===== src/rtl/instruction_fetch_unit_if.sv =====
// Fetch-to-decode bundle for instruction_fetch_unit: run request, PC input,
// program-load write port, decode handshake and status outputs.
// Ports (slave = fetch unit view):
//   inputs : input_run, input_pc, input_wr_en, input_wr_addr, input_wr_data, input_ready
//   outputs: output_valid, output_instr, output_opcode, output_operand,
//            output_pc_step, output_halted, output_fetch_count
interface instruction_fetch_unit_if #(
  parameter int unsigned ADDR_WIDTH   = 8,
  parameter int unsigned DATA_WIDTH   = 16,
  parameter int unsigned OPCODE_WIDTH = 4
);

  logic                               input_run;
  logic [ADDR_WIDTH-1:0]              input_pc;
  logic                               input_wr_en;
  logic [ADDR_WIDTH-1:0]              input_wr_addr;
  logic [DATA_WIDTH-1:0]              input_wr_data;
  logic                               input_ready;
  logic                               output_valid;
  logic [DATA_WIDTH-1:0]              output_instr;
  logic [OPCODE_WIDTH-1:0]            output_opcode;
  logic [DATA_WIDTH-OPCODE_WIDTH-1:0] output_operand;
  logic                               output_pc_step;
  logic                               output_halted;
  logic [7:0]                         output_fetch_count;

  // Driver side: program loader, PC source and decode stage.
  modport master (
    output input_run, input_pc, input_wr_en, input_wr_addr, input_wr_data, input_ready,
    input  output_valid, output_instr, output_opcode, output_operand,
           output_pc_step, output_halted, output_fetch_count
  );

  // Fetch unit side.
  modport slave (
    input  input_run, input_pc, input_wr_en, input_wr_addr, input_wr_data, input_ready,
    output output_valid, output_instr, output_opcode, output_operand,
           output_pc_step, output_halted, output_fetch_count
  );

endinterface


===== src/rtl/instruction_fetch_unit.sv =====
// Instruction fetch stage: 2^ADDR_WIDTH-word program memory read at the
// incoming PC, an instruction register presented to decode with valid/ready,
// a combinational PC step pulse on acceptance, and a sticky HALT state.
// Ports:
//   input_clk   - clock, rising edge
//   input_reset - asynchronous active-low reset
//   bus         - instruction_fetch_unit_if.slave (run, pc, load port,
//                 handshake, instruction fields, step, halted, fetch count)
// Build option: define IFU_FETCH_COUNT_EN to include the 8-bit accepted
// instruction counter; otherwise output_fetch_count is tied to zero.
module instruction_fetch_unit #(
  parameter int unsigned ADDR_WIDTH   = 8,
  parameter int unsigned DATA_WIDTH   = 16,
  parameter int unsigned OPCODE_WIDTH = 4
) (
  input logic                     input_clk,
  input logic                     input_reset,
  instruction_fetch_unit_if.slave bus
);

  localparam int unsigned DEPTH         = 1 << ADDR_WIDTH;
  localparam int unsigned OPERAND_WIDTH = DATA_WIDTH - OPCODE_WIDTH;
  localparam logic [OPCODE_WIDTH-1:0] HALT_OP = '1;

  typedef enum logic [1:0] {
    ST_IDLE = 2'd0,
    ST_READ = 2'd1,
    ST_HOLD = 2'd2,
    ST_HALT = 2'd3
  } state_t;

  logic [DATA_WIDTH-1:0] mem [DEPTH];

  state_t                state_q;
  state_t                state_d;
  logic                  run_q;
  logic [DATA_WIDTH-1:0] instr_q;
  logic                  valid_q;
  logic                  halted_q;
  logic                  accept_c;

  // Program memory write port; contents deliberately survive reset.
  always_ff @(posedge input_clk) begin
    if (bus.input_wr_en) begin
      mem[bus.input_wr_addr] <= bus.input_wr_data;
    end
  end

  // Next-state and acceptance decode.
  always_comb begin
    state_d  = state_q;
    accept_c = 1'b0;
    case (state_q)
      ST_IDLE: begin
        if (run_q) begin
          state_d = ST_READ;
        end
      end
      ST_READ: begin
        state_d = ST_HOLD;
      end
      ST_HOLD: begin
        accept_c = valid_q & bus.input_ready;
        if (accept_c) begin
          state_d = (instr_q[DATA_WIDTH-1 -: OPCODE_WIDTH] == HALT_OP) ? ST_HALT : ST_READ;
        end
      end
      ST_HALT: begin
        state_d = ST_HALT;
      end
      default: begin
        state_d = ST_IDLE;
      end
    endcase
  end

  // State, registered run request, instruction register and status flags.
  // The run request is captured at one edge and acted on at the next, so
  // READ follows the sampling edge by one cycle.
  always_ff @(posedge input_clk or negedge input_reset) begin
    if (!input_reset) begin
      state_q  <= ST_IDLE;
      run_q    <= 1'b0;
      instr_q  <= '0;
      valid_q  <= 1'b0;
      halted_q <= 1'b0;
    end else begin
      state_q  <= state_d;
      run_q    <= (state_q == ST_IDLE) & bus.input_run;
      valid_q  <= (state_d == ST_HOLD);
      halted_q <= (state_d == ST_HALT);
      // Read uses the pre-write memory value, so a same-edge write returns old data.
      if (state_q == ST_READ) begin
        instr_q <= mem[bus.input_pc];
      end
    end
  end

`ifdef IFU_FETCH_COUNT_EN
  logic [7:0] fetch_count_q;

  // Accepted-instruction counter, wraps naturally at 8 bits.
  always_ff @(posedge input_clk or negedge input_reset) begin
    if (!input_reset) begin
      fetch_count_q <= 8'h00;
    end else if (accept_c) begin
      fetch_count_q <= fetch_count_q + 8'd1;
    end
  end

  assign bus.output_fetch_count = fetch_count_q;
`else
  assign bus.output_fetch_count = 8'h00;
`endif

  assign bus.output_valid   = valid_q;
  assign bus.output_instr   = instr_q;
  assign bus.output_opcode  = instr_q[DATA_WIDTH-1 -: OPCODE_WIDTH];
  assign bus.output_operand = instr_q[OPERAND_WIDTH-1:0];
  assign bus.output_pc_step = accept_c;
  assign bus.output_halted  = halted_q;

endmodule


===== src/flat_wrapper.sv =====
// flat-port wrapper written by rule: the top's interface ports become plain ports
module instruction_fetch_unit_flat 
#(
  parameter int unsigned ADDR_WIDTH   = 8,
  parameter int unsigned DATA_WIDTH   = 16,
  parameter int unsigned OPCODE_WIDTH = 4
)
  (input_clk, input_reset, bus_input_run, bus_input_pc, bus_input_wr_en, bus_input_wr_addr, bus_input_wr_data, bus_input_ready, bus_output_valid, bus_output_instr, bus_output_opcode, bus_output_operand, bus_output_pc_step, bus_output_halted, bus_output_fetch_count);
  instruction_fetch_unit_if #(.ADDR_WIDTH(ADDR_WIDTH), .DATA_WIDTH(DATA_WIDTH), .OPCODE_WIDTH(OPCODE_WIDTH)) bus_i ();
  input logic input_clk;
  input logic input_reset;
  input wire logic [$bits(bus_i.input_run)-1:0] bus_input_run;
  input wire logic [$bits(bus_i.input_pc)-1:0] bus_input_pc;
  input wire logic [$bits(bus_i.input_wr_en)-1:0] bus_input_wr_en;
  input wire logic [$bits(bus_i.input_wr_addr)-1:0] bus_input_wr_addr;
  input wire logic [$bits(bus_i.input_wr_data)-1:0] bus_input_wr_data;
  input wire logic [$bits(bus_i.input_ready)-1:0] bus_input_ready;
  output wire logic [$bits(bus_i.output_valid)-1:0] bus_output_valid;
  output wire logic [$bits(bus_i.output_instr)-1:0] bus_output_instr;
  output wire logic [$bits(bus_i.output_opcode)-1:0] bus_output_opcode;
  output wire logic [$bits(bus_i.output_operand)-1:0] bus_output_operand;
  output wire logic [$bits(bus_i.output_pc_step)-1:0] bus_output_pc_step;
  output wire logic [$bits(bus_i.output_halted)-1:0] bus_output_halted;
  output wire logic [$bits(bus_i.output_fetch_count)-1:0] bus_output_fetch_count;
  assign bus_i.input_run = bus_input_run;
  assign bus_i.input_pc = bus_input_pc;
  assign bus_i.input_wr_en = bus_input_wr_en;
  assign bus_i.input_wr_addr = bus_input_wr_addr;
  assign bus_i.input_wr_data = bus_input_wr_data;
  assign bus_i.input_ready = bus_input_ready;
  assign bus_output_valid = bus_i.output_valid;
  assign bus_output_instr = bus_i.output_instr;
  assign bus_output_opcode = bus_i.output_opcode;
  assign bus_output_operand = bus_i.output_operand;
  assign bus_output_pc_step = bus_i.output_pc_step;
  assign bus_output_halted = bus_i.output_halted;
  assign bus_output_fetch_count = bus_i.output_fetch_count;
  instruction_fetch_unit #(.ADDR_WIDTH(ADDR_WIDTH), .DATA_WIDTH(DATA_WIDTH), .OPCODE_WIDTH(OPCODE_WIDTH)) u_core (.input_clk(input_clk), .input_reset(input_reset), .bus(bus_i));
endmodule

===== config.mk =====
export PLATFORM = sky130hd
export DESIGN_NAME = instruction_fetch_unit_flat
export DESIGN_NICKNAME = d
export VERILOG_FILES = /design/src/rtl/instruction_fetch_unit_if.sv /design/src/rtl/instruction_fetch_unit.sv /design/src/flat_wrapper.sv
export SDC_FILE = /design/constraint.sdc
export NUM_CORES = 2
export LEC_CHECK = 0
export ABC_AREA = 0
export CAP_MARGIN = 20
export CORE_ASPECT_RATIO = 2
export CORE_MARGIN = 3
export CORE_UTILIZATION = 24
export DETAILED_ROUTE_END_ITERATION = 7
export PLACE_DENSITY = 0.37
export SYNTH_ARGS = -nofsm -noshare
export SYNTH_HDL_FRONTEND = slang
export SYNTH_SLANG_ARGS = --single-unit

===== constraint.sdc =====
create_clock -name input_clk -period 5 [get_ports input_clk]
set_input_delay 0.75 -clock input_clk [delete_from_list [all_inputs] [get_ports input_clk]]
set_output_delay 0.75 -clock input_clk [all_outputs]
set_load 0.005 [all_outputs]

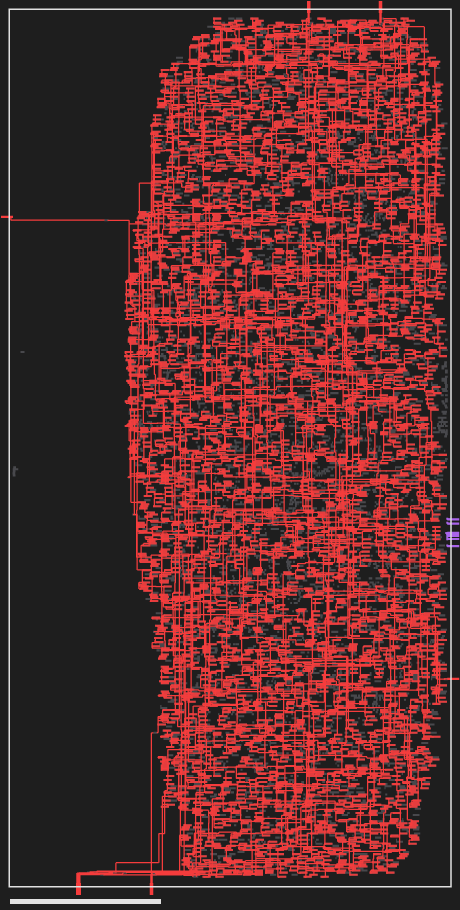
*Port wiring*
The bar under the picture is 200 um long.
bus_output_fetch_count: shown in purple, bits 8, direction output, edge right, end cells 8, buffers 0, wire 30.1 um. bus_input_wr_data: shown in red, bits 16, direction input, edge 8 bottom, 6 top, 1 left, 1 right, end cells 4096, buffers 59, wire 86.5 mm.

==> notes.md <==
impl run done, here's what came out: Switch Pwr 16.6 mW, CTS clk-pin slew, worst paths 0.07 ns, average size of a mapped cell 21.3 um2, final setup fails 0, CTS Buf Count 364, number of H-tree levels 5, Root Driver clkbuf_16, worst skew pair latency 0.98 ns, Worst setup EP type flop, status complete, no violations, Flop pwr share 53.4%, cell count after synthesis 7458, Rows 422, slowest CP cell o22ai_1, Die ar. 0.674 mm2, Routed Antenna Nets 0, fmax 248 MHz, Critical Path Start Type input port, cycle use final 80.5%, number of flops mapped to enable cells by yosys 4096, initial antenna violation count 40, Top cells excl fill/tap 4096 x edfxtp_1, 709 x buf_4, 707 x mux4_2, 633 x mux2i_1, 367 x clkbuf_16, VDD IR max 323 uV, Setup Fix Bufs, Post-CTS 0, Leakage 58.4 nW, CTS max path bufs 4, worst-path fanout max 43, Crit path max-delay family AND-OR/OR-AND gates, slowest stage delay, CP 0.83 ns, RSZ-0062 raised after global routing no, Pint 55.2 mW, Crit path top cell by count buf_4, first-pass iteration count of the detailed router 8, Synth Seq Share 77.6%, worst path cell trace buf_8 -> or2_4 -> buf_12 -> buf_4 -> o221ai_1 -> o22ai_1 -> o21ai_0 -> a21oi_1 -> buf_4 -> o211ai_1, most frequent logic cell in the layout edfxtp_1, largest net degree at the start of global routing 128, Synth-to-Final Area Change 17.8%, Max-Cap Viols 0, Worst Path Arrival 4.84 ns, port bufs 71, Final Max Tran Viols 0, worst slack at placement -0.0960 ns, Max transition margin 18.9%, Worst Skew 0.0673 ns, post-DR vias/cell 4.64, DRC viols 0, share of post-route cells with drive strength above 1 28.1%, Yosys Warn Count 0, post-route insts no fill 17200, CTS resizes 0, GPL Wtd Cong 0.830, DR iter-0 viols 6710, Buf+Inv Stages, Crit Path 4, measured slew at the worst slew-check pin 1.22 ns, synth unique cells 69, Final HPWL DP 407000 um, Overall Power 71.7 mW, Post-synth regs 4117, pre-placement core utilization 24.1%, setup_tns 0 ns, Hold Path Class in -> reg, Async S/R FF share, synth 0.510%, CORE AREA 0.661 mm2, CTS tree done, first-pass GRT wire length 801000 um, IO Pins 80, Finished Cell Area 0.188 mm2, Pwr Density 382 mW/mm2, required time of the critical path 5.81 ns, final design utilization 28.4%, Setup WS post-layout 0.975 ns, Comb power frac 6.2%, yosys stat chip area 0.159 mm2, worst-case hold slack 0.201 ns, clk sinks 4117, grt total ovfl 0, Mapped Area 0.159 mm2, final hold vios 0, final net count 8276, Log Warnings 55, vias in the first global route 84400, clock share of power 40.4%, CP Class in -> reg, die height 1160 um, placed cell areas 0.176 mm2, crit path time final 4.03 ns
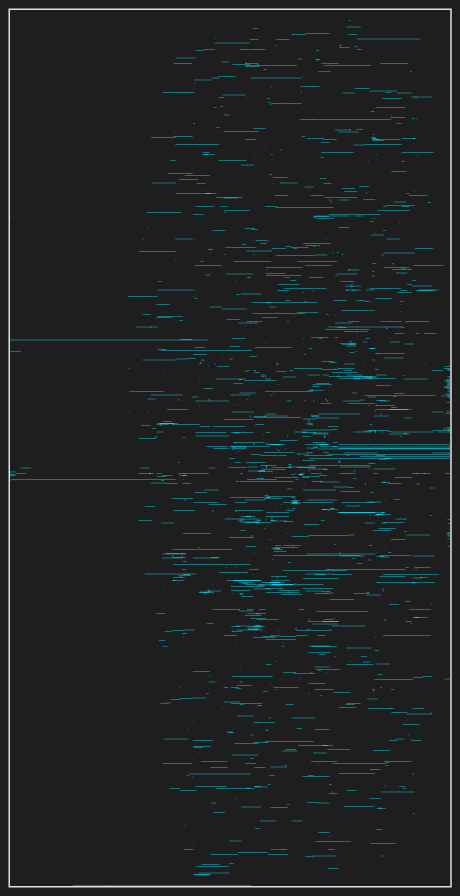
*Signal wires on met3*
The layer holds 3.4% of the routed length. The longest straight run is 260 um. The wires run mostly horizontal. 597 nets have wire on it.
drt total wl: 604000 um
met3 global-route usage: 1.67%
via count: 80000

[sequential cells by signal (all words and copies together), names as in the netlist]
signal and flops:
u_core.bus.output_instr 16, u_core.mem 4096, u_core.bus.output_valid 1, u_core.bus.output_halted 1, u_core.run_q 1, u_core.state_q 2
[logic make-up (layout without fill, tap and decap cells)]
kind of cell           count (synthesis)  in the layout  synth area share (%)
buffers and inverters                480           1552                  2.06
other                                  1             27               0.00236
AND-OR/OR-AND                        829            829                  3.72
AND/OR/NAND/NOR                      604            604                  1.74
flip-flops                          4117           4117                  77.6
multiplexers                        1427           1427                  14.9
[power groups by stage]
stage	Sequential [mW]	Combinational [mW]	Clock, mW
2_1_floorplan	38.9	1.95	0
4_1_cts	38.3	4.58	29.8
3_5_place_dp	39.1	4.57	0
3_3_place_gp	39.0	4.54	0
5_1_grt	38.3	4.64	30.9
6_report	38.3	4.45	29.0
[layout make-up]
cell class	count	area, um2
clock buffer	431	9450
timing repair buffer	881	7970
inverter	7	33.8
sequential	4117	124000
clock inverter	233	2360
antenna	19	47.5
tap	8692	10900
multi-input combinational	2868	33300
fill	64800	473000
[final timing paths]
check | from | to | slack [ns] | cells after the start
max | bus_input_pc[2] | u_core.bus.output_instr[15] | 0.97 | 10
min | bus_input_wr_data[12] | u_core.mem[214][12] | 0.20 | 1
max reg2reg | u_core.state_q[1] | u_core.bus.output_instr[0] | 1.57 | 8
min reg2reg | u_core.state_q[1] | u_core.run_q | 0.54 | 1
max in group asynchronous | input_reset | u_core.bus.output_instr[0] | 3.90 | 2
min in group asynchronous | input_reset | u_core.state_q[0] | 0.44 | 2
[synth_stat cells, types with 32 or more instances]
cell | number | area [um2]
a2111oi_0 | 46 | 403
a211oi_1 | 58 | 435
a21oi_1 | 106 | 531
a221oi_1 | 55 | 482
a22oi_1 | 105 | 788
buf_1 | 35 | 131
buf_2 | 94 | 470
buf_4 | 80 | 601
buf_6 | 76 | 856
clkbuf_1 | 148 | 556
edfxtp_1 | 4096 | 123000
mux2_2 | 55 | 619
mux2i_1 | 633 | 6340
mux4_1 | 32 | 841
mux4_2 | 707 | 15900
nand2_1 | 95 | 357
nand3_1 | 47 | 235
nand4_1 | 43 | 269
nor2_1 | 285 | 1070
nor3_1 | 34 | 170
o21ai_0 | 82 | 410
o221ai_1 | 133 | 1160
o22ai_1 | 168 | 1050
[layer usage]
metal	global-route usage, %	part of all wire, %
met1	18.5	35
met2	34.8	57
met3	1.67	3.4
met4	7.31	4.8
met5	0	0.020
Power and IR drop assume default switching activity.
